**Signal wires by layer**

(8 px per micron)
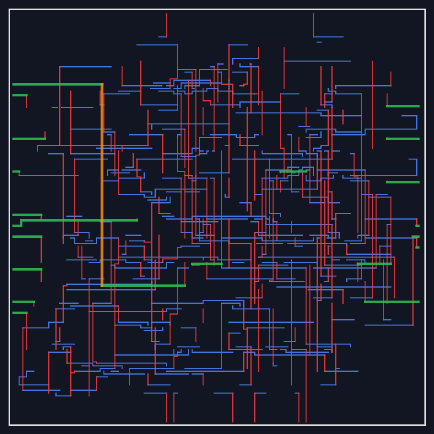
**Clock routing**

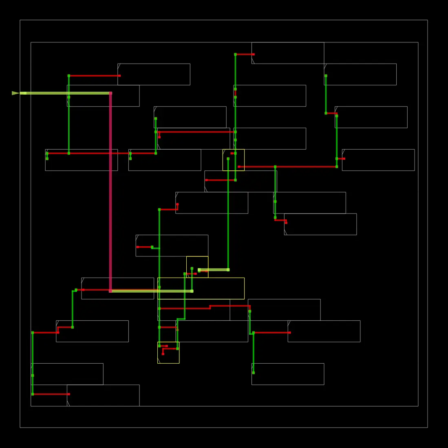
==> src/rtl/seq_cmp_pkg.sv <==
// Shared types for the sequential magnitude comparator.
//   state_t : controller states (idle / comparing)
//   dec_t   : sticky per-comparison decision (none yet / A greater / A less)
package seq_cmp_pkg;

  typedef enum logic [0:0] {
    StIdle    = 1'b0,
    StCompare = 1'b1
  } state_t;

  typedef enum logic [1:0] {
    DecNone = 2'b00,
    DecGt   = 2'b01,
    DecLt   = 2'b10
  } dec_t;

endpackage

==> src/rtl/cmp_digit.sv <==
// Combinational unsigned compare of one DIGIT-bit slice.
// Ports:
//   a, b : DIGIT-bit digits to compare
//   gt   : a > b
//   lt   : a < b
module cmp_digit #(
  parameter int unsigned DIGIT = 2
) (
  input  logic [DIGIT-1:0] a,
  input  logic [DIGIT-1:0] b,
  output logic             gt,
  output logic             lt
);

  assign gt = (a > b);
  assign lt = (a < b);

endmodule

==> src/rtl/seq_magnitude_comparator.sv <==
// Multi-cycle magnitude comparator: walks two WIDTH-bit operands most-significant
// digit first, DIGIT bits per clock, with a start/busy/done handshake. Results are
// registered and held until the next comparison completes.
//
// Optional build macro SEQ_CMP_EARLY_EXIT_EN: finish on the first differing digit
// instead of always spending N cycles (constant-time when undefined).
//
// Ports:
//   clk, rst          : clock (rising edge), asynchronous active-high reset
//   start             : request, sampled only while idle
//   signed_mode       : 1 = two's-complement compare, sampled with start
//   a, b              : operands, sampled with start
//   busy              : comparison in progress
//   done              : one-cycle pulse when results update
//   a_bigger, b_bigger, equals : A > B, A < B, A == B
module seq_magnitude_comparator
  import seq_cmp_pkg::*;
#(
  parameter int unsigned WIDTH = 8,
  parameter int unsigned DIGIT = 2
) (
  input  logic             clk,
  input  logic             rst,
  input  logic             start,
  input  logic             signed_mode,
  input  logic [WIDTH-1:0] a,
  input  logic [WIDTH-1:0] b,
  output logic             busy,
  output logic             done,
  output logic             a_bigger,
  output logic             b_bigger,
  output logic             equals
);

  localparam int unsigned N     = WIDTH / DIGIT;
  localparam int unsigned CNT_W = (N > 1) ? $clog2(N) : 1;

  if (WIDTH < 2 || DIGIT < 1 || DIGIT > WIDTH || (WIDTH % DIGIT) != 0) begin : gen_param_check
    $error("seq_magnitude_comparator: WIDTH must be >= 2 and a multiple of DIGIT");
  end

  state_t             state_q, state_d;
  logic [WIDTH-1:0]   a_sh_q, a_sh_d;
  logic [WIDTH-1:0]   b_sh_q, b_sh_d;
  logic [CNT_W-1:0]   cnt_q, cnt_d;
  dec_t               dec_q, dec_d;
  logic               busy_q, busy_d;
  logic               done_q, done_d;
  logic               a_bigger_q, a_bigger_d;
  logic               b_bigger_q, b_bigger_d;
  logic               equals_q, equals_d;

  logic               dig_gt, dig_lt;
  dec_t               dec_next;
  logic               finish;

  cmp_digit #(
    .DIGIT (DIGIT)
  ) u_cmp_digit (
    .a  (a_sh_q[WIDTH-1 -: DIGIT]),
    .b  (b_sh_q[WIDTH-1 -: DIGIT]),
    .gt (dig_gt),
    .lt (dig_lt)
  );

  always_comb begin
    state_d    = state_q;
    a_sh_d     = a_sh_q;
    b_sh_d     = b_sh_q;
    cnt_d      = cnt_q;
    dec_d      = dec_q;
    busy_d     = busy_q;
    done_d     = 1'b0;
    a_bigger_d = a_bigger_q;
    b_bigger_d = b_bigger_q;
    equals_d   = equals_q;

    // The first differing digit decides; later digits cannot override it.
    dec_next = dec_q;
    if (dec_q == DecNone) begin
      if (dig_gt) begin
        dec_next = DecGt;
      end else if (dig_lt) begin
        dec_next = DecLt;
      end
    end

`ifdef SEQ_CMP_EARLY_EXIT_EN
    finish = (cnt_q == '0) || (dec_next != DecNone);
`else
    finish = (cnt_q == '0);
`endif

    unique case (state_q)
      StIdle: begin
        if (start) begin
          // Flipping the sign bit maps two's complement onto offset binary, so the
          // unsigned digit compare orders signed values correctly.
          a_sh_d  = {a[WIDTH-1] ^ signed_mode, a[WIDTH-2:0]};
          b_sh_d  = {b[WIDTH-1] ^ signed_mode, b[WIDTH-2:0]};
          cnt_d   = CNT_W'(N - 1);
          dec_d   = DecNone;
          busy_d  = 1'b1;
          state_d = StCompare;
        end
      end
      StCompare: begin
        a_sh_d = a_sh_q << DIGIT;
        b_sh_d = b_sh_q << DIGIT;
        cnt_d  = cnt_q - CNT_W'(1);
        dec_d  = dec_next;
        if (finish) begin
          a_bigger_d = (dec_next == DecGt);
          b_bigger_d = (dec_next == DecLt);
          equals_d   = (dec_next == DecNone);
          done_d     = 1'b1;
          busy_d     = 1'b0;
          state_d    = StIdle;
        end
      end
      default: state_d = StIdle;
    endcase
  end

  always_ff @(posedge clk or posedge rst) begin
    if (rst) begin
      state_q    <= StIdle;
      a_sh_q     <= '0;
      b_sh_q     <= '0;
      cnt_q      <= '0;
      dec_q      <= DecNone;
      busy_q     <= 1'b0;
      done_q     <= 1'b0;
      a_bigger_q <= 1'b0;
      b_bigger_q <= 1'b0;
      equals_q   <= 1'b0;
    end else begin
      state_q    <= state_d;
      a_sh_q     <= a_sh_d;
      b_sh_q     <= b_sh_d;
      cnt_q      <= cnt_d;
      dec_q      <= dec_d;
      busy_q     <= busy_d;
      done_q     <= done_d;
      a_bigger_q <= a_bigger_d;
      b_bigger_q <= b_bigger_d;
      equals_q   <= equals_d;
    end
  end

  assign busy     = busy_q;
  assign done     = done_q;
  assign a_bigger = a_bigger_q;
  assign b_bigger = b_bigger_q;
  assign equals   = equals_q;

endmodule

==> config.mk <==
export PLATFORM = sky130hd
export DESIGN_NAME = seq_magnitude_comparator
export DESIGN_NICKNAME = d
export VERILOG_FILES = /design/src/rtl/seq_cmp_pkg.sv /design/src/rtl/cmp_digit.sv /design/src/rtl/seq_magnitude_comparator.sv
export SDC_FILE = /design/constraint.sdc
export NUM_CORES = 1
export LEC_CHECK = 0
export CAP_MARGIN = 20
export CORE_UTILIZATION = 49
export DETAILED_ROUTE_END_ITERATION = 7
export PLACE_DENSITY_LB_ADDON = 0.25
export SLEW_MARGIN = 20
export SYNTH_ARGS = -nofsm -noshare
export SYNTH_HDL_FRONTEND = slang
export SYNTH_HIERARCHICAL = 1
export SYNTH_SLANG_ARGS = --single-unit
==> constraint.sdc <==
create_clock -name clk -period 1.79 [get_ports clk]
set_clock_uncertainty 0.05 [all_clocks]
set_input_delay 0.537 -clock clk [delete_from_list [all_inputs] [get_ports clk]]
set_output_delay 0.537 -clock clk [all_outputs]
set_load 0.02 [all_outputs]
==> run_results.csv <==
group,metric,value,unit
grt,grt_antenna_before_repair,0,
placement,dp_cells,166,
pwr,peakVddDrop,0.000821,V
layout,diodes,0,
yosys,ys.flops,26,
sta,rsz0062_at_grt,"false",
layout,fin_util,68.0,%
cts,clk_pin_slew,140,ps
grt,grt_max_degree,27,
placement,routabilityCongestion,0.745,
worst_setup_path,r2r-start,"a_sh_q[7]",
grt,grt_pass1_vias,813,
floorplanning,dieHeight,51.8,microns
yosys,netlist.area_leader.share,53.6,%
worst_setup_path,startpoint_type,"register",
pwr,p_sw,786,uW
yosys,ys_cells,113,
worst_setup_path,path_cells,"dlygate4sd2_1",
pwr,seq_power_share,41.9,%
floorplanning,initCoreUtil,53.4,%
cts,tritoncts,"built",
worst_setup_path,cpMaxStageDelayCell,"dfrtp_1",
pwr,power.density,1440,nW/um^2
yosys,enable_flop_cells,0,
pwr,leakagePower,0.752,nW
worst_setup_path,criticalPathCategory,"reg -> out",
layout,fin_nets,166,
worst_setup_path,cp-end-kind,"output port",
layout,syn_to_final_growth,27.4,%
sta,maxSlewHeadroom,78.8,%
sta,max_freq,604,MHz
cts,clockBufferDepth,2,
yosys,async_flop_share,100,%
sta,period_used_share,92.5,%
floorplanning,num_rows,17,
yosys,fp_nets,136,
sta,slew_viol_final,0,
grt,grt_first_pass_wirelength,3450,microns
yosys,ys_seq_share,53.6,%
layout,drive_gt1_share,9.86,%
pwr,power_frac_comb,40.5,%
drt,dr.pass1.iters,4,
worst_setup_path,slowest_delay,420,ps
worst_setup_path,crit_fanout,3,
layout,final_cell_count_no_fill,170,
floorplanning,core-area,2280,sq um
floorplanning,ios,25,
pwr,p_sw_share,35.2,%
run,maxCapViolations,0,
grt,grt_overflow,0,
drt,drtIter0Drc,17,
sta,setup_tns,0,ps
sta,tightest_slew,317,ps
worst_hold_path,min_from,"a_bigger",
drt,drc,0,
worst_setup_path,crit_required,1200,ps
cts,htreeDepth,1,
worst_setup_path,crit_family,"flip-flops",
sta,finalHoldViolCount,0,
pwr,power.share.clock,17.6,%
floorplanning,dieWidth,51.8,microns
cts,cts_sinks,26,
sta,setup_viol,0,
cts,cts_root_buf,"clkbuf_4",
run,warning_count,26,
pwr,intPower,1.45,mW
drt,viasPerCell,5.19,
yosys,syn_area,1210,sq um
yosys,top_area_cell,"dfrtp_1",
yosys,ys_area,1210,sq um
yosys,netlist_instances,113,
worst_setup_path,critPathLaunch,"busy",
worst_setup_path,arrival,1070,ps
sta,fin_crit,1660,ps
yosys,yosys-top-cells-area,"dfrtp_1 54%, mux2i_1 12%, nand2_1 4.3%, o21ai_0 3.7%, ha_1 3.1%",
yosys,yosysWarnings,6,
floorplanning,dieArea,2680,sq um
yosys,ff_type,"dfrtp_1",
run_status,outcome,"complete, no violations",
placement,io_buffers,24,
drt,postRouteAntennaNets,0,
yosys,common_cells,"26 x dfrtp_1, 14 x mux2i_1, 14 x nand2_1, 10 x nor2_1, 9 x o21ai_0",
yosys,synthDistinctLibCells,22,
yosys,yosysMostFrequentCell,"dfrtp_1",
worst_setup_path,crit_buf_inv,1,
yosys,synth_area_per_cell,10.8,sq um
worst_hold_path,hold_class,"reg -> reg",
placement,hpwlAfterDp,1580,microns
About 'signal wires by layer':
layer	color	wire length
met2	red	971 microns
met1	blue	988 microns
met3	green	88.8 microns
met4	orange	25.2 microns
drt wl/cell: 12.2 microns
DRT Wirelength: 2070 microns
Tot GR Track Use: 18.2%
routed vias: 882

About 'clock routing':
clk ins delay skew pair: 320 ps
TritonCTS Buffers: 3
Flops: 26

-- per-stage QoR --
step,total power [mW],cell area [sq um],hold slack (ps),setup slack (ps)
finish,2.23,1550,443,135
global route,2.40,1550,473,79.2
CTS,2.26,1550,452,115
detailed placement,1.89,1500,425,-64.5
global placement,1.84,1500,410,9.11
floorplan,1.61,1210,395,404
-- state kept, by name, summed over array words and instances, names as in the netlist --
signal    count
a_sh_q        8
b_bigger      1
busy          1
equals        1
a_bigger      1
done          1
dec_q         2
state_q       1
b_sh_q        8
cnt_q         2
-- cells in the final DEF, fill, tap and decap left out --
master	instances
nand2_1	14
a22o_1	1
clkdlybuf4s50_1	19
o21ai_0	9
a22oi_1	3
inv_1	8
inv_6	1
mux2i_1	14
dlygate4sd2_1	5
dfrtp_1	26
clkbuf_4	3
a2bb2oi_2	1
bufinv_16	1
ha_1	3
buf_4	6
nor3_1	2
nor2_1	10
xnor2_1	2
nor2b_4	1
a21oi_1	4
o21ai_1	3
o31ai_1	4
o22ai_1	1
buf_12	1
-- per-layer routing --
layer	track usage (%)	routed length [microns]
met1	22.1	987
met2	30.1	970
met3	4.09	88
met4	9.46	25
met5	0	0
-- power groups by stage --
stage / clock (mW) / sequential, mW / combinational (mW)
6_report: 0.393 / 0.936 / 0.905
5_1_grt: 0.431 / 0.964 / 1.00
4_1_cts: 0.411 / 0.939 / 0.906
3_5_place_dp: 0 / 0.955 / 0.931
3_3_place_gp: 0 / 0.948 / 0.896
2_1_floorplan: 0 / 0.954 / 0.651
-- kinds of logic after synthesis --
family / after synthesis / synth area share, %
AOI/OAI and AO/OA: 26 / 13.4
and+or+nand+nor: 27 / 9.37
DFF: 26 / 53.6
buffers and inverters: 15 / 7.62
adders and majority gates: 3 / 3.09
xor gates and xnor gates: 2 / 1.44
muxes: 14 / 11.5
-- path summary, 6_finish.rpt --
check	endpoint	slack (ps)	cells after the start
worst max-delay path	busy	130	1
worst min-delay path	a_bigger	440	2
worst max register to register	b_bigger	230	6
worst min register to register	a_bigger	440	2
max in group asynchronous	b_sh_q[4]	950	3
min in group asynchronous	a_sh_q[1]	490	3
-- cell type report --
cell class              instances  area (sq um)
clock buffers                   3          22.5
clock inverters                 1          30.0
fillers                       187           728
inverters                       9          38.8
multi-input cells              72           472
flip-flops and latches         26           651
well taps                      28          35.0
repair buffers                 31           299
-- what timing repair did --
action	in CTS	in global routing
hold buffers	0	0
buffers inserted	0	0
gates resized	5	0
setup endpoints to repair	5	0
Power figures rest on the tool's default switching activity, not on a simulated workload.
